<file path="src/rtl/pc_sequencer_if.sv">
// Control-decoder to PC-sequencer bus: operation select and targets in, PC/trace/stack status out.
interface pc_sequencer_if #(
  parameter int PC_W = 8
);
  logic            en;
  logic [2:0]      M;
  logic            cond;
  logic [PC_W-1:0] DATA_INPUT;
  logic [PC_W-1:0] res_alu;
  logic [PC_W-1:0] PC;
  logic [PC_W-1:0] Y;
  logic            sp_full;
  logic            sp_empty;
  logic            stk_err;

  modport master (
    output en, M, cond, DATA_INPUT, res_alu,
    input  PC, Y, sp_full, sp_empty, stk_err
  );

  modport slave (
    input  en, M, cond, DATA_INPUT, res_alu,
    output PC, Y, sp_full, sp_empty, stk_err
  );
endinterface

</file>
<file path="src/rtl/pc_sequencer.sv">
// Program-counter sequencer with relative/conditional branches and a call/return stack.
// All state advances on the falling edge of clk; clr is a synchronous active-low reset.
module pc_sequencer #(
  parameter int              PC_W        = 8,
  parameter int              STACK_DEPTH = 4,
  parameter logic [PC_W-1:0] RESET_VEC   = '0
) (
  input logic          clk,
  input logic          clr,
  pc_sequencer_if.slave bus
);
  localparam int CNT_W = $clog2(STACK_DEPTH + 1);
  localparam int IDX_W = (STACK_DEPTH > 1) ? $clog2(STACK_DEPTH) : 1;

  localparam logic [2:0] OP_INC  = 3'b000;
  localparam logic [2:0] OP_DEC  = 3'b001;
  localparam logic [2:0] OP_LOAD = 3'b010;
  localparam logic [2:0] OP_ALU  = 3'b011;
  localparam logic [2:0] OP_REL  = 3'b100;
  localparam logic [2:0] OP_CBR  = 3'b101;
  localparam logic [2:0] OP_CALL = 3'b110;
  localparam logic [2:0] OP_RET  = 3'b111;

  logic [PC_W-1:0]  pc_q, pc_d;
  logic [PC_W-1:0]  y_q, y_d;
  logic [CNT_W-1:0] cnt_q, cnt_d;
  logic             err_q, err_d;
  logic             push_en;
  logic [PC_W-1:0]  stack_q [STACK_DEPTH];

  logic [PC_W-1:0]  pc_inc;
  logic [IDX_W-1:0] push_idx;
  logic [IDX_W-1:0] top_idx;
  logic             full, empty;

  assign pc_inc   = pc_q + PC_W'(1);
  assign full     = (cnt_q == CNT_W'(STACK_DEPTH));
  assign empty    = (cnt_q == '0);
  assign push_idx = IDX_W'(cnt_q);
  assign top_idx  = IDX_W'(cnt_q - CNT_W'(1));

  always_comb begin
    pc_d    = pc_q;
    y_d     = y_q;
    cnt_d   = cnt_q;
    err_d   = err_q;
    push_en = 1'b0;
    if (bus.en) begin
      y_d = pc_q;
      unique case (bus.M)
        OP_INC:  pc_d = pc_inc;
        OP_DEC:  pc_d = pc_q - PC_W'(1);
        OP_LOAD: pc_d = bus.DATA_INPUT;
        OP_ALU:  pc_d = bus.res_alu;
        // Same-width add of the offset is exactly the sign-extended two's complement add
        OP_REL:  pc_d = pc_q + bus.DATA_INPUT;
        OP_CBR:  pc_d = bus.cond ? bus.DATA_INPUT : pc_inc;
        OP_CALL: begin
          if (full) begin
            pc_d  = pc_inc;
            err_d = 1'b1;
          end else begin
            pc_d    = bus.DATA_INPUT;
            cnt_d   = cnt_q + CNT_W'(1);
            push_en = 1'b1;
          end
        end
        OP_RET: begin
          if (empty) begin
            pc_d  = pc_inc;
            err_d = 1'b1;
          end else begin
            pc_d  = stack_q[top_idx];
            cnt_d = cnt_q - CNT_W'(1);
          end
        end
        default: pc_d = pc_q;
      endcase
    end
  end

  always_ff @(negedge clk) begin
    if (!clr) begin
      pc_q  <= RESET_VEC;
      y_q   <= '0;
      cnt_q <= '0;
      err_q <= 1'b0;
    end else begin
      pc_q  <= pc_d;
      y_q   <= y_d;
      cnt_q <= cnt_d;
      err_q <= err_d;
    end
  end

  // Entry contents need no reset: the count alone decides what is live
  generate
    for (genvar gi = 0; gi < STACK_DEPTH; gi++) begin : g_stack
      always_ff @(negedge clk) begin
        if (clr && push_en && (push_idx == IDX_W'(gi))) begin
          stack_q[gi] <= pc_inc;
        end
      end
    end
  endgenerate

  assign bus.PC       = pc_q;
  assign bus.Y        = y_q;
  assign bus.sp_full  = full;
  assign bus.sp_empty = empty;
  assign bus.stk_err  = err_q;
endmodule

</file>
<file path="src/flat_wrapper.sv">
// flat-port wrapper written by rule: the top's interface ports become plain ports
module pc_sequencer_flat 
#(
  parameter int              PC_W        = 8,
  parameter int              STACK_DEPTH = 4,
  parameter logic [PC_W-1:0] RESET_VEC   = '0
)
  (clk, clr, bus_en, bus_M, bus_cond, bus_DATA_INPUT, bus_res_alu, bus_PC, bus_Y, bus_sp_full, bus_sp_empty, bus_stk_err);
  pc_sequencer_if #(.PC_W(PC_W)) bus_i ();
  input logic clk;
  input logic clr;
  input wire logic [$bits(bus_i.en)-1:0] bus_en;
  input wire logic [$bits(bus_i.M)-1:0] bus_M;
  input wire logic [$bits(bus_i.cond)-1:0] bus_cond;
  input wire logic [$bits(bus_i.DATA_INPUT)-1:0] bus_DATA_INPUT;
  input wire logic [$bits(bus_i.res_alu)-1:0] bus_res_alu;
  output wire logic [$bits(bus_i.PC)-1:0] bus_PC;
  output wire logic [$bits(bus_i.Y)-1:0] bus_Y;
  output wire logic [$bits(bus_i.sp_full)-1:0] bus_sp_full;
  output wire logic [$bits(bus_i.sp_empty)-1:0] bus_sp_empty;
  output wire logic [$bits(bus_i.stk_err)-1:0] bus_stk_err;
  assign bus_i.en = bus_en;
  assign bus_i.M = bus_M;
  assign bus_i.cond = bus_cond;
  assign bus_i.DATA_INPUT = bus_DATA_INPUT;
  assign bus_i.res_alu = bus_res_alu;
  assign bus_PC = bus_i.PC;
  assign bus_Y = bus_i.Y;
  assign bus_sp_full = bus_i.sp_full;
  assign bus_sp_empty = bus_i.sp_empty;
  assign bus_stk_err = bus_i.stk_err;
  pc_sequencer #(.PC_W(PC_W), .STACK_DEPTH(STACK_DEPTH), .RESET_VEC(RESET_VEC)) u_core (.clk(clk), .clr(clr), .bus(bus_i));
endmodule
</file>
<file path="config.mk">
export PLATFORM = sky130hd
export DESIGN_NAME = pc_sequencer_flat
export DESIGN_NICKNAME = d
export VERILOG_FILES = /design/src/rtl/pc_sequencer_if.sv /design/src/rtl/pc_sequencer.sv /design/src/flat_wrapper.sv
export SDC_FILE = /design/constraint.sdc
export NUM_CORES = 1
export LEC_CHECK = 0
export CAP_MARGIN = 20
export CORE_ASPECT_RATIO = 1.2
export CORE_MARGIN = 2
export CORE_UTILIZATION = 35
export CTS_CLUSTER_SIZE = 28
export DETAILED_ROUTE_END_ITERATION = 6
export MAX_ROUTING_LAYER = met4
export SLEW_MARGIN = 5
export SYNTH_ARGS = -nofsm -noshare
export SYNTH_HDL_FRONTEND = slang
export SYNTH_SLANG_ARGS = --single-unit
</file>
<file path="constraint.sdc">
create_clock -name clk -period 4.7 [get_ports clk]
set_input_delay 0.94 -clock clk [delete_from_list [all_inputs] [get_ports clk]]
set_output_delay 0.94 -clock clk [all_outputs]
set_load 0.01 [all_outputs]
</file>
**Run 1: congestion heat map**

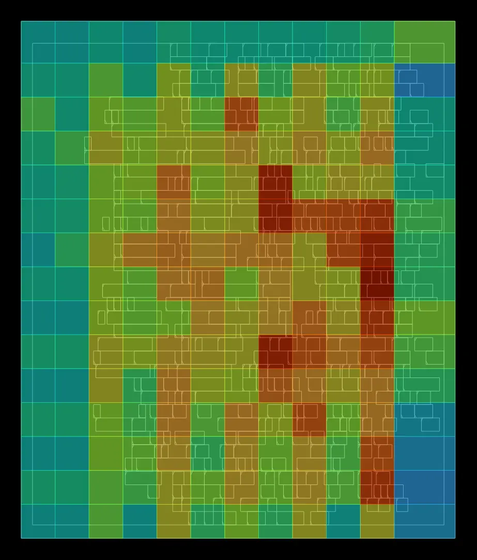
Util after Layout: 53.5%
met3 GRT Util: 5.06%
post-DR wirelength/cell: 15.8 µm
met1 Resource Use GR: 19.9%
busiest grt layer: met2

**Run 1: I/O nets highlighted**

The bar under the picture is 20 µm long.
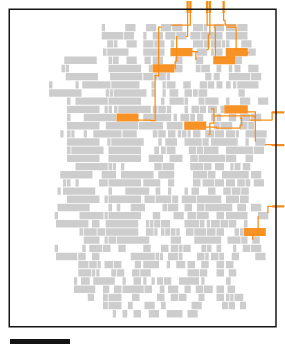
| port | colour | bits | direction | edge | end cells | buffers | wire |
|---|---|---|---|---|---|---|---|
| bus_PC | orange | 8 | output | 5 north, 3 east | 8 | 8 | 227 µm |

**Run 1: the metal 2 layer**

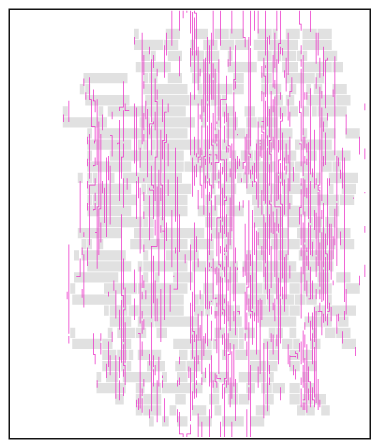
main direction: vertical
share of all routed wire: 53%
wire length on this layer: 4410 µm
longest straight run: 51.2 µm

==> results_dict.tcl, run 1 <==
# flow metrics
set metrics [dict create \
    routed_via_density 5.09 \
    comb_cells 196 \
    netlist_area_mm2 0.00298 \
    edf_count 32 \
    rr_endpoint "u_core.bus.PC[6]$_SDFFE_NN0P_" \
    hold_slack_ps 469 \
    hold_path.class "reg2reg" \
    postRouteWirelength_mm 8.32 \
    cp-start-kind "input pin" \
    drt_iter0_markers 131 \
    fp_util_pct 36.4 \
    timing.final.setup_violations 6 \
    nonClockBufferCount 99 \
    synth_cells 269 \
    cpMostUsedCell "buf_6" \
    p_sw_mw 0.438 \
    async_flop_share_pct 0 \
    report.final.hold_viol_count 0 \
    critPathCaptureType "flop" \
    cts.path.max_buffers 2 \
    crit_buf_inv 3 \
    grt_pass1_vias 2792 \
    drive_gt1_share_pct 26.3 \
    fin_area_mm2 0.00439 \
    antenna_left 0 \
    fillers 768 \
    rows 36 \
    clockRootBuffer "clkbuf_8" \
    inverters 7 \
    grt_overflow 0 \
    sh_seq_area_pct 31.1 \
    p_seq_share_pct 40.0 \
    comb_power_share_pct 24.0 \
    cpMaxStageDelayCell "nor3b_4" \
    clk_pin_slew_worst_paths_ps 50 \
    flop_cell "edfxtp_1" \
    clk_share_pct 6.85 \
    cts_tree "built" \
    flop-count 52 \
    grt_max_degree 22 \
    taps 114 \
    place_hpwl_mm 5.87 \
    rr_startpoint "u_core.bus.PC[0]$_SDFFE_NN0P_" \
    critPathMaxStageDelay_ps 270 \
    arrival_ps 2880 \
    drv_cap 0 \
    placed_cells 465 \
    crit_cells 12 \
    drc_errors 0 \
    min_to "u_core.bus.stk_err$_SDFFE_NN0P_" \
    ioPinCount 42 \
    fin_ws_ps -250 \
    placed_cell_area_mm2 0.00390 \
    combGateArea_mm2 0.00171 \
    crit_family "AND-OR/OR-AND gates" \
    leakage_nw 1.88 \
    worst_pin_slew_ps 496 \
    violations "setup timing" \
    fp_nets 307 \
    startpoint "bus_M[1]" \
    yosysCellCount 269 \
    power_switching_share_pct 34.3 \
    buf_share_pct 19.3 \
    grtUsageTotal_pct 18.5 \
    comb_share_pct 38.9 \
    clkbuf_count 5 \
    critPathRequiredTime_ps 2630 \
    yosys.cell_types.count 54 \
    fin_worst_skew_ps 21.2 \
    antenna_found_initial 0 \
    warning_count 85 \
    rsz0062_at_grt "true" \
    layout_top_cell "inv_1" \
    pre_cts_slack_ps -997 \
    critPathKind "in2reg" \
    dr.pass1.iters 4 \
    gp_congestion 0.889 \
    htree_levels 2 \
    status "complete, but fails checks" \
]
## run 1: cells in the mapped netlist, drive strengths merged, types with 6 or more instances
master,number,area share (%)
mux2i,10,3.4
nand3,13,2.2
a21oi,8,1.5
buf,7,1.5
edfxtp,32,32
mux4,8,6.5
inv,8,1.0
a221oi,6,2.2
o21ai,13,2.2
dfxtp,20,13
nor2,11,1.4
clkbuf,6,0.75
xnor2,8,2.3
nor2b,11,2.3
nand2b,12,2.5
ha,14,5.9
nand2,23,2.9
## run 1: metal layers
| layer | routed length (µm) | track usage [%] | share of wire (%) |
|---|---|---|---|
| met5 | 0 | - | 0 |
| met4 | 202 | 9.85 | 2.4 |
| met3 | 294 | 5.06 | 3.5 |
| met2 | 4410 | 30.3 | 53 |
| met1 | 3410 | 19.9 | 41 |
## run 1: kinds of logic (layout without fill, tap and decap cells)
kind of cell	after synthesis	count (layout)	synth area share (%)
AND/OR/NAND/NOR	92	92	16.7
AND-OR/OR-AND	58	58	14.1
flip-flops	52	52	45.6
buffers and inverters	21	166	3.23
multiplexers	19	19	10.3
adder cells (fa/ha/maj)	15	15	6.54
XOR/XNOR	12	12	3.52
## run 1: flip-flops by register name, indices dropped and copies added, names as in the netlist
name                count
u_core.cnt_q            3
u_core.stack_q         32
u_core.bus.Y            8
u_core.bus.PC           8
u_core.bus.stk_err      1
## run 1: power by group through the flow
stage                     clock, mW  sequential [mW]  combinational [mW]
after floorplan              0.0678            0.527               0.136
after global placement       0.0678            0.517               0.264
after detailed placement     0.0678            0.517               0.265
after CTS                     0.486            0.510               0.286
after global routing          0.529            0.511               0.330
final                         0.460            0.510               0.306
## run 1: what timing repair did
item                       in CTS  in global routing
resized                        36                 15
setup endpoints to repair      42                 17
pin swaps                      15                 17
buffers inserted                3                  1
**Run 1: register map, names as in the netlist**

Other sequential cells in the stronger grey, the rest of the logic in the fainter grey.
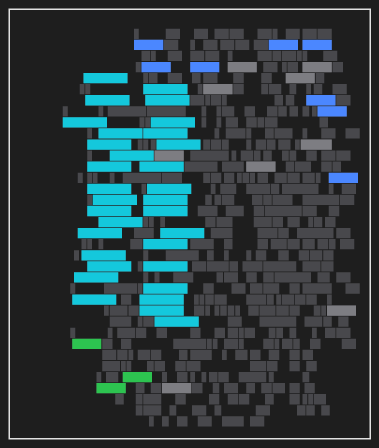

## Run 2: what changed since run 1
- CTS_CLUSTER_SIZE: 28 -> not set
- RECOVER_POWER: not set -> 25
**Run 2: register map, names as in the netlist**

Other sequential cells in the stronger grey, the rest of the logic in the fainter grey.
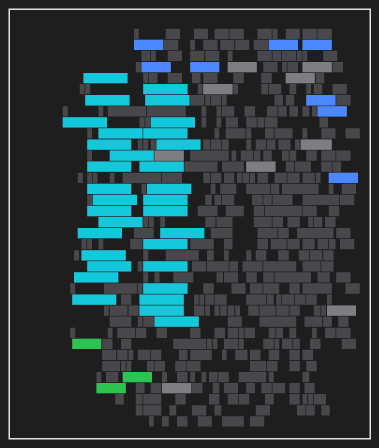
| name in the netlist | colour | sequential cells |
|---|---|---|
| u_core.cnt_q | green | 3 |
| u_core.stack_q | cyan | 32 |
| u_core.bus.Y | blue | 8 |
not coloured: 9

==> results_dict.tcl, run 2 <==
# flow metrics
set metrics [dict create \
    status "complete, but fails checks" \
    violations "setup timing" \
    place_hpwl_mm 5.87 \
    leakage_nw 1.88 \
    critPathRequiredTime_ps 2630 \
    fp_util_pct 36.4 \
    timing.final.setup_violations 6 \
    critPathKind "in2reg" \
    xor_area_share_pct 3.52 \
    largest_register_ffs 32 \
    clk_share_pct 6.85 \
    sh_seq_area_pct 31.1 \
    cp_max_fo 6 \
    cp-start-kind "input pin" \
    worst_pin_slew_ps 592 \
    clkbuf_count 5 \
    hold_slack_ps 469 \
    grt_max_degree 22 \
    fp_nets 307 \
    cts_tree "built" \
    critPathCaptureType "flop" \
    drc_errors 0 \
    rsz0062_at_grt "true" \
    cts.path.max_buffers 2 \
    mux_share_pct 10.3 \
    inverters 7 \
    comb_share_pct 39.0 \
    postRouteWirelength_mm 8.32 \
    fin_worst_skew_ps 21.3 \
    antenna_left 0 \
    pre_cts_slack_ps -997 \
    taps 114 \
    drive_gt1_share_pct 26.1 \
    fillers 768 \
    yosysCellCount 269 \
    edf_count 32 \
    warning_count 85 \
    hold_path.class "reg2reg" \
    most_common_cell "edfxtp_1" \
    largest_area_cell "edfxtp_1" \
    buf_share_pct 19.2 \
    synthTopCellsByArea "edfxtp_1 (32%), dfxtp_1 (13%), ha_1 (5.9%)" \
    clk_pin_slew_worst_paths_ps 50 \
    flop_cell "edfxtp_1" \
    wire_per_inst_um 15.8 \
    netlist_area_mm2 0.00298 \
    regMostFlops "u_core.stack_q" \
    synth.cellmix.adderShare_pct 6.54 \
    nets 451 \
    synth_cells 269 \
    nonClockBufferCount 99 \
    dr.pass1.iters 4 \
    fin_ws_ps -251 \
    netlist.area_leader.share_pct 32.2 \
    arrival_ps 2880 \
    drt_iter0_markers 119 \
    yosys-top-cells-count "edfxtp_1 (32), nand2_1 (23), dfxtp_1 (20)" \
    ir_drop_mv 0.138 \
    comb_cells 196 \
    grt_pass1_vias 2792 \
    drv_cap 0 \
    layout_top_cell "inv_1" \
    topCombFamilyByArea "simple AND/OR/NAND/NOR gates" \
    async_flop_share_pct 0 \
    grtUsageTotal_pct 18.5 \
    routed_via_density 5.07 \
    yosys.cell_types.count 54 \
    rows 36 \
    antenna_found_initial 0 \
    gp_congestion 0.889 \
    clockRootBuffer "clkbuf_8" \
]
**Run 2: I/O nets highlighted**

The bar under the picture is 20 µm long.
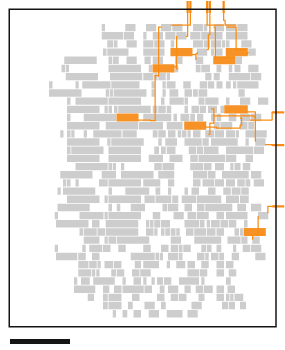
| port | colour | bits | direction | edge | end cells | buffers | wire |
|---|---|---|---|---|---|---|---|
| bus_PC | orange | 8 | output | 5 north, 3 east | 8 | 8 | 226 µm |

run 2: path summary, 6_finish.rpt:
kind | from | to | slack, ps | cells after the start
setup / recovery | bus_M[1] | u_core.bus.PC[6]$_SDFFE_NN0P_ | -250 | 12
hold reg to reg | u_core.bus.stk_err$_SDFFE_NN0P_ | u_core.bus.stk_err$_SDFFE_NN0P_ | 470 | 1
hold / removal | u_core.bus.stk_err$_SDFFE_NN0P_ | u_core.bus.stk_err$_SDFFE_NN0P_ | 470 | 1
setup reg to reg | u_core.bus.PC[0]$_SDFFE_NN0P_ | u_core.bus.PC[6]$_SDFFE_NN0P_ | 2430 | 9
run 2: power by group:
group / internal, mW / total (mW) / switching, mW
Clock: 0.175 / 0.459 / 0.284
Combinational: 0.160 / 0.306 / 0.146
Sequential: 0.503 / 0.510 / 0.00704
run 2: timing repair:
action                     in CTS  in global routing
resized                        36                 15
buffers inserted                3                  1
pin swaps                      15                 17
setup endpoints to repair      42                 17
run 2: routing by layer:
layer | track usage (%) | part of all wire [%]
met5 | - | 0
met3 | 5.06 | 3.1
met1 | 19.9 | 42
met4 | 9.85 | 2.5
met2 | 30.3 | 53
run 2: critical path: stages:
cell	delay (ps)
buf_8	100
nor3b_4	270
buf_6	150
buf_6	130
nand2b_4	60
ha_4	250
a211oi_2	260
o21bai_1	150
a21oi_2	200
xnor2_2	90
a221oi_2	220
nor2_1	60
run 2: through the flow:
stage	utilization, %	power [mW]	instance area, µm²	std cells	TNS [ps]
6_report	53.4	1.28	4380	528	-761
5_1_grt	53.4	1.37	4380	528	-1230
3_3_place_gp	47.6	0.849	3900	465	-25870
2_1_floorplan	-	0.731	3020	269	-2590
3_5_place_dp	47.6	0.850	3900	465	-26870
4_1_cts	52.6	1.28	4310	527	-733
**Run 2: the metal 2 layer**

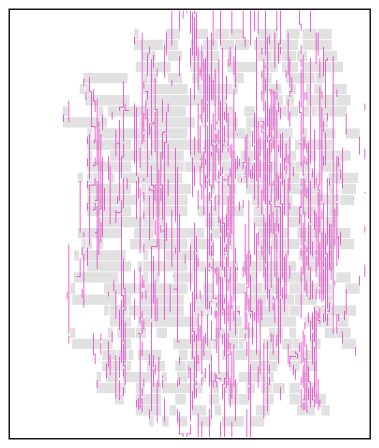

## Run 3: what changed since run 2
- CORE_ASPECT_RATIO: 1.2 -> 1.75
- CORE_MARGIN: 2 -> not set
**Run 3: the metal 2 layer**

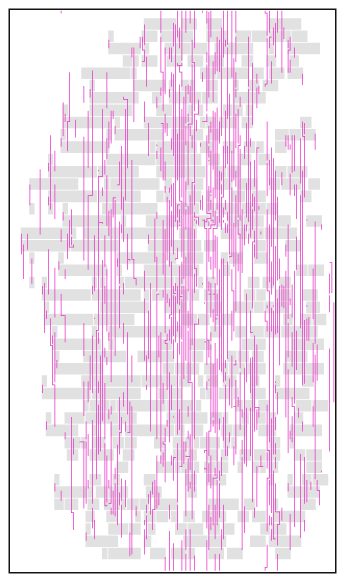
main direction: vertical
share of all routed wire: 56%
longest straight run: 47.3 µm
wire length on this layer: 4900 µm
nets with wire on the layer: 391

**Run 3: I/O nets highlighted**

The bar under the picture is 20 µm long.
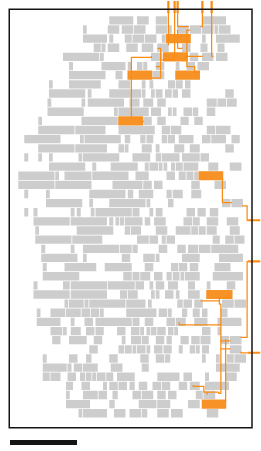
| port | colour | bits | direction | edge | end cells | buffers | wire |
|---|---|---|---|---|---|---|---|
| bus_PC | orange | 8 | output | 5 north, 3 east | 8 | 8 | 262 µm |

==> results_dict.tcl, run 3 <==
# flow metrics
set metrics [dict create \
    status "complete, but fails checks" \
    violations "setup timing" \
    timing.final.setup_violations 6 \
    p_sw_mw 0.438 \
    synth.cellmix.adderShare_pct 6.54 \
    post-route-util_pct 53.0 \
    tns_ps -1090 \
    crit_buf_inv 3 \
    most_common_cell "edfxtp_1" \
    ioPinCount 42 \
    drt_iter0_markers 110 \
    cpMaxStageDelayCell "fa_2" \
    largest_area_cell "edfxtp_1" \
    placed_cell_area_mm2 0.00393 \
    cp_max_fo 4 \
    arrival_ps 2840 \
    p_int_mw 0.974 \
    cts.path.max_buffers 2 \
    gp_congestion 0.888 \
    critPathRequiredTime_ps 2600 \
    report.final.hold_viol_count 0 \
    largest_register_ffs 32 \
    rsz0062_at_grt "true" \
    critPathCaptureType "flop" \
    cts_inserted_buffers 5 \
    comb_power_share_pct 21.2 \
    cts_tree "built" \
    routed_via_density 5.18 \
    critPathMaxStageDelay_ps 370 \
    fin_ws_ps -238 \
    drv_cap 0 \
    topCombFamilyByArea "simple AND/OR/NAND/NOR gates" \
    pwr-share-clk_pct 42.5 \
    cp-start-kind "input pin" \
    xor_area_share_pct 3.52 \
    grt_max_degree 22 \
    synthTopCellsByArea "edfxtp_1 (32%), dfxtp_1 (13%), ha_1 (5.9%)" \
    mux_share_pct 10.3 \
    netlist.area_leader.share_pct 32.2 \
    layout_top_cell "buf_4" \
    wire_per_inst_um 17.2 \
    rows 44 \
    grt_pass1_vias 2891 \
    warning_count 85 \
    antenna_left 0 \
    crit_family "adder cells" \
    drive_gt1_share_pct 26.0 \
    fin_cells 512 \
    clockRootBuffer "clkbuf_16" \
    clk_pin_slew_worst_paths_ps 30 \
    ir_drop_mv 0.239 \
    simple_gate_share_pct 16.7 \
    worst_pin_slew_ps 495 \
    fin_worst_skew_ps 18.3 \
    critPathKind "in2reg" \
    pre_cts_slack_ps -1040 \
    fp_nets 307 \
    grtUsageTotal_pct 21.4 \
    dr.pass1.iters 4 \
    synth_cells 269 \
    cpMostUsedCell "buf_4" \
    async_flop_share_pct 0 \
    aoi_share_pct 14.1 \
    flop_cell "edfxtp_1" \
    path_cells "buf_8 > nor3b_4 > nand2b_1 > ha_2 > fa_2 > buf_4 > buf_4 > xor2_1 > nand2_1 > nand4_1 > a221oi_2 > a21oi_1" \
    yosys-top-cells-count "edfxtp_1 (32), nand2_1 (23), dfxtp_1 (20)" \
    hold_slack_ps 469 \
    yosys.cell_types.count 54 \
    maxSlewViolCount 0 \
    hold_path.class "reg2reg" \
    p_seq_share_pct 36.3 \
    leakage_nw 1.91 \
    nets 457 \
    fin_area_mm2 0.00438 \
    grt_overflow 0 \
    netlist_area_mm2 0.00298 \
]
==> run 3: cell counts after synthesis <==
Identical to the previous run, type by type.
==> run 3: layout make-up <==
class / instances / area, µm²
timing repair buffer: 105 / 880
tap: 92 / 115
multi-input combinational: 196 / 1620
inverter: 7 / 26.3
fill: 778 / 3880
clock buffer: 5 / 125
sequential: 52 / 1360
clock inverter: 55 / 248
==> run 3: metal layers <==
| layer | part of all wire [%] | global-route usage, % |
|---|---|---|
| met5 | 0 | - |
| met4 | 4.8 | 15.6 |
| met3 | 2.7 | 5.10 |
| met2 | 56 | 38.2 |
| met1 | 37 | 19.5 |
==> run 3: power by group through the flow <==
stage	logic (mW)	clock network [mW]	registers, mW
5_1_grt	0.323	0.679	0.512
3_5_place_dp	0.280	0.0678	0.517
3_3_place_gp	0.280	0.0678	0.517
2_1_floorplan	0.136	0.0678	0.527
6_report	0.299	0.600	0.512
4_1_cts	0.294	0.631	0.512
==> run 3: path summary, 6_finish.rpt <==
check                                                      from                               to  slack [ps]  depth (start not counted)
worst min register to register  u_core.bus.stk_err$_SDFFE_NN0P_  u_core.bus.stk_err$_SDFFE_NN0P_         470                          1
worst min-delay path            u_core.bus.stk_err$_SDFFE_NN0P_  u_core.bus.stk_err$_SDFFE_NN0P_         470                          1
worst max-delay path                                   bus_M[1]    u_core.bus.PC[2]$_SDFFE_NN0P_        -240                         12
worst max register to register    u_core.bus.PC[0]$_SDFFE_NN0P_    u_core.bus.PC[2]$_SDFFE_NN0P_        2640                         10
==> run 3: timing repair <==
action | 4_1_cts | 5_1_grt
resized | 30 | 10
cloned | 0 | 0
setup buffers | 4 | 0
endpoints found under the setup margin | 43 | 21
pin swaps | 15 | 18
Power and IR drop assume default switching activity.
